--- config.mk ---
export PLATFORM = sky130hd
export DESIGN_NAME = interrupt_controller
export DESIGN_NICKNAME = d
export VERILOG_FILES = /design/src/rtl/interrupt_controller.sv
export SDC_FILE = /design/constraint.sdc
export NUM_CORES = 1
export LEC_CHECK = 0
export CAP_MARGIN = 0
export CORE_ASPECT_RATIO = 1.1
export CORE_MARGIN = 2
export CORE_UTILIZATION = 45
export DETAILED_ROUTE_END_ITERATION = 16
export PLACE_DENSITY = 0.77
export SYNTH_ARGS = -nofsm -noshare
export SYNTH_HDL_FRONTEND = slang
export SYNTH_SLANG_ARGS = --single-unit
--- constraint.sdc ---
create_clock -name clk -period 2.6 [get_ports clk]
set_clock_uncertainty 0.2 [all_clocks]
set_input_delay 0.26 -clock clk [delete_from_list [all_inputs] [get_ports clk]]
set_output_delay 0.26 -clock clk [all_outputs]
set_load 0.1 [all_outputs]
--- src/rtl/interrupt_controller.sv ---
// ============================================================================
//  interrupt_controller
//  Fixed-priority interrupt controller with rising-edge request capture.
//  It presents a request/acknowledge/end-of-service vector handshake to the CPU.
//  Revision: 1.0
// ============================================================================
`default_nettype none

module interrupt_controller #(
   parameter int         NUM_SRC  = 4,
   parameter logic [7:0] VEC_BASE = 8'd1
) (
   input  logic               clk,
   input  logic               reset,
   input  logic [NUM_SRC-1:0] irq_req,
   input  logic               mask_we,
   input  logic [NUM_SRC-1:0] mask_in,
   input  logic               int_ack,
   input  logic               int_done,
   output logic [7:0]         interrupcion,
   output logic [NUM_SRC-1:0] pending,
   output logic               busy
);

   localparam int SEL_W = (NUM_SRC > 1) ? $clog2(NUM_SRC) : 1;

   localparam logic [1:0] S_IDLE    = 2'd0;
   localparam logic [1:0] S_REQUEST = 2'd1;
   localparam logic [1:0] S_SERVICE = 2'd2;

   logic [1:0]         r_state;
   logic [NUM_SRC-1:0] r_req_d;
   logic [NUM_SRC-1:0] r_pending;
   logic [NUM_SRC-1:0] r_mask;
   logic [SEL_W-1:0]   r_sel;
   logic [7:0]         r_vec;
   logic               r_busy;

   logic [NUM_SRC-1:0] w_edge;
   logic [NUM_SRC-1:0] w_eligible;
   logic [NUM_SRC-1:0] w_clr;
   logic [SEL_W-1:0]   w_sel;

   assign w_edge     = irq_req & ~r_req_d;
   assign w_eligible = r_pending & ~r_mask;

   // Scan downward so the lowest set index (highest priority) is the final winner.
   always_comb begin
      w_sel = '0;
      for (int i = NUM_SRC - 1; i >= 0; i--) begin
         if (w_eligible[i]) w_sel = SEL_W'(i);
      end
   end

   always_comb begin
      w_clr = '0;
      if (r_state == S_REQUEST && int_ack) begin
         for (int i = 0; i < NUM_SRC; i++) begin
            w_clr[i] = (r_sel == SEL_W'(i));
         end
      end
   end

   always_ff @(posedge clk) begin
      if (reset) begin
         r_state   <= S_IDLE;
         r_req_d   <= '0;
         r_pending <= '0;
         r_mask    <= '0;
         r_sel     <= '0;
         r_vec     <= 8'd0;
         r_busy    <= 1'b0;
      end else begin
         r_req_d   <= irq_req;
         // A new edge on the source being acknowledged survives the clear.
         r_pending <= (r_pending & ~w_clr) | w_edge;
         if (mask_we) r_mask <= mask_in;

         case (r_state)
            S_IDLE: begin
               if (|w_eligible) begin
                  r_sel   <= w_sel;
                  r_vec   <= VEC_BASE + 8'(w_sel);
                  r_busy  <= 1'b1;
                  r_state <= S_REQUEST;
               end else begin
                  r_vec <= 8'd0;
               end
            end
            S_REQUEST: begin
               if (int_ack) begin
                  r_vec   <= 8'd0;
                  r_state <= S_SERVICE;
               end else if (r_mask[r_sel]) begin
                  r_vec   <= 8'd0;
                  r_busy  <= 1'b0;
                  r_state <= S_IDLE;
               end
            end
            S_SERVICE: begin
               if (int_done) begin
                  r_busy  <= 1'b0;
                  r_state <= S_IDLE;
               end
            end
            default: begin
               r_vec   <= 8'd0;
               r_busy  <= 1'b0;
               r_state <= S_IDLE;
            end
         endcase
      end
   end

   assign interrupcion = r_vec;
   assign pending      = r_pending;
   assign busy         = r_busy;

endmodule

`default_nettype wire
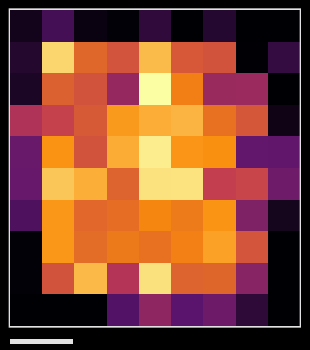
Figure 1: cell area per tile.
Bar = 10 µm. 9 x 10 tiles, from black (low) to pale yellow (high), 0 to 100% covered.
The fullest tile reaches 100%. 23% of the tiles are over 75% full. 16% of the tiles are nearly empty. The densest ninth of the die: centre.

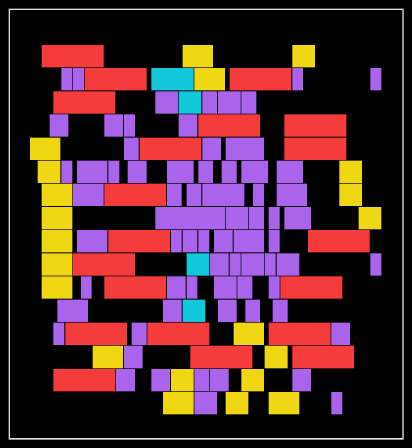
Figure 2: placed cells, one colour a class.
Red is sequential cells, cells 20, share of their area 38%. Cyan is clock drivers and dummy loads, cells 4, share of their area 3.4%. Purple is remaining logic cells, cells 70, share of their area 41%. Yellow is remaining buffers and delay cells, cells 21, share of their area 18%.

==> results.txt <==
Largest type area fraction = 45.65%
Top power group = registers
Ao+oa area frac = 15.26%
Met1 wire length = 716 µm
Sw frac = 36.75%
Root buf cell = clkbuf_4
CP max-delay cell = mux4_2
GRT Util Overall = 17.01%
CP arrival = 2.13 ns
Avg Inst Size Synth = 9.331 µm²
Most numerous logic cell after layout = dfxtp_1
Outcome = completed
Critical Path Stages = 4
Nets = 130
WHS Path Cells = 2
Post-route DRC = 0
Most common cell in the netlist = dfxtp_1
CTS max path bufs = 2
M1 GR Usage = 19.82%
Async S/R FF share, synth = 0%
Slew Limit Fails = 0
Max layer used = met4
Switching Power = 0.2857 mW
CTS sink count = 20
Cts hold-fix bufs = 0
Top delay family on crit path = multiplexers
Register area = 400.4 µm²
DR iter-0 viols = 9
Final GP Congestion = 0.7286
Pin count of the biggest net entering global routing = 15
Tool warnings = 26
Drt total wl = 1651 µm
Die width = 46.10 µm
Cell Area, Synth = 877.1 µm²
Fraction of final layout cells sized beyond drive strength 1 = 15.65%
Max-cap violation count = 0
Min-Delay Path Class = register to register
Antenna Violating Nets Remaining = 0
Power Combinational = 0.245 mW
Leakage = 0.4652 nW
Clock network power share = 22.7%
Worst Setup EP = interrupcion[2]
Top cells excl fill/tap = dfxtp_1, clkdlybuf4s50_1, a21oi_1, buf_4
Post_cts resized = 0
EDFF count, synth = 0
Hold slack = 0.2509 ns
Final non-filler cell area = 1089 µm²
Met2 GRT Util = 27.55%
YS chip area = 877.1 µm²
Seq pwr = 0.356 mW
Reg2reg start = r_sel[0]
Clock latency on the worst-skew pair = 0.30 ns
Die area = 2319 µm²
P_int = 0.4916 mW
Comb area leader = simple AND/OR/NAND/NOR gates
MI comb area = 430.4 µm²
Io pins = 26
XOR/XNOR Area Share = 0%
Synth Seq Share = 45.65%
Total grt overflow = 0
DP HPWL = 1291 µm
Detailed-route via count = 718
Hold Fails Final Rpt = 0
Final setup violating endpoints = 0
Total core area = 1802 µm²
CP Class = register to register
First-pass GRT wire length = 2787 µm
Pre-antenna DRT Iters = 4
CTS H-tree lvls = 1
Worst r2r dst = interrupcion[2]
WL met2 = 836 µm
Worst path cell trace = mux4_2 > or4b_4 > a21oi_2 > a22o_2
Simple-Gate Area Share = 23.11%
Number of setup buffers added after CTS = 0
Synth warnings = 0
Clock slew seen by the registers of the worst setup and hold paths = 0.11 ns
Worst Reg-to-Reg Cells = 4
CTS tree = done
Yosys stat cell total = 94
Die Height = 50.30 µm
Setup Total Neg Slack = 0 ns
Hold EP = busy
Top cells by area = dfxtp_1, nand2b_1, a21oi_1
RSZ-0062 raised after global routing = no
WP buf/inv = 0
Period utilization = 80.19%
FP Rows = 16
Crit start category = register
Post-synth top cells = dfxtp_1, a21oi_1, nand2b_1, nor2_1, nor2b_1
I/O Buffers = 20
Layout fillers = 163
Unique cell types = 27
Max incr delay on CP = 0.54 ns
P&R area growth vs syn = 24.11%
Inserted Diodes = 0
Vias per inst = 5.398
WL met3 = 62 µm
GR peak layer = met2
Crit path time final = 2.085 ns
TritonCTS Buffers = 3
VDD IR max = 0.3855 mV
FP Util = 48.68%
R2R Setup Slk = 0.51 ns
Worst Setup SP = r_sel[0]
Min-delay src = busy
Critical Path RT = 2.65 ns
Mux area share = 7.133%
Initial antenna violation count = 0
Placed Instance Area = 1052 µm²
Maximum clock rate = 0.4796 GHz
Synth Register Bits = 20
CP endpoint kind = register
Comb pwr share = 31.5%
Area leader, netlist = dfxtp_1
Total power = 0.7773 mW
Power Density = 714.1 nW/µm²
Reg power frac = 45.8%
Fa+ha+maj area frac = 1.427%
Crit-path max FO = 6
Clock Power = 0.176 mW
Final core utilization = 60.42%
Mapped Cells = 94
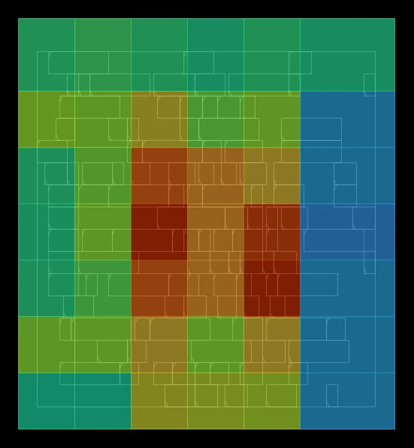
Figure 3: routing congestion map.
GR Util met3: 4.317%
WL per Instance: 12.41 µm

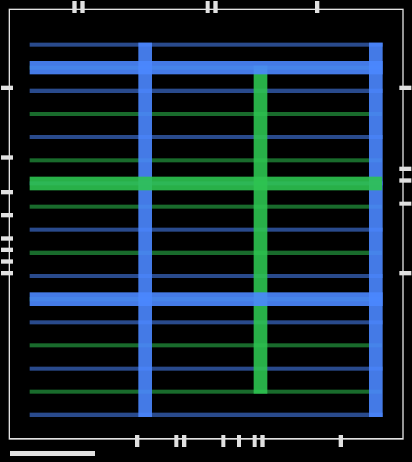
Figure 4: supply network.
Bar = 10 µm. Pins as bars on the die edge.
Blue is VSS. Green is VDD.
26 signal pins sit on the boundary. 17 met1 rails follow the rows. 3 straps on met4. 3 straps on met5.

worst min-delay path, stage by stage (launching register included):
cell,delay [ns]
dfxtp_1,0.32
inv_1,0.05
a21oi_1,0.05
stage by stage:
| stage | instances | setup slack, ns |
|---|---|---|
| floorplan | 98 | 0.3553 |
| global placement | 129 | 0.5788 |
| detailed placement | 129 | 0.5525 |
| CTS | 133 | 0.5226 |
| global route | 133 | 0.4388 |
| finish | 133 | 0.5150 |
flip-flops by register name, summed over array words and instances (netlist names):
signal and flops:
pending 4, r_mask 4, r_req_d 4, interrupcion 3
r_sel 2, r_state 2, busy 1
cell type report:
type                    instances  area share [%]
inverters                       3           1.034
well taps                      18           2.069
clock buffers                   4           3.333
repair buffers                 21           17.24
multi-input cells              67           39.54
flip-flops and latches         20           36.78
Power is estimated from default activity; no workload was simulated.
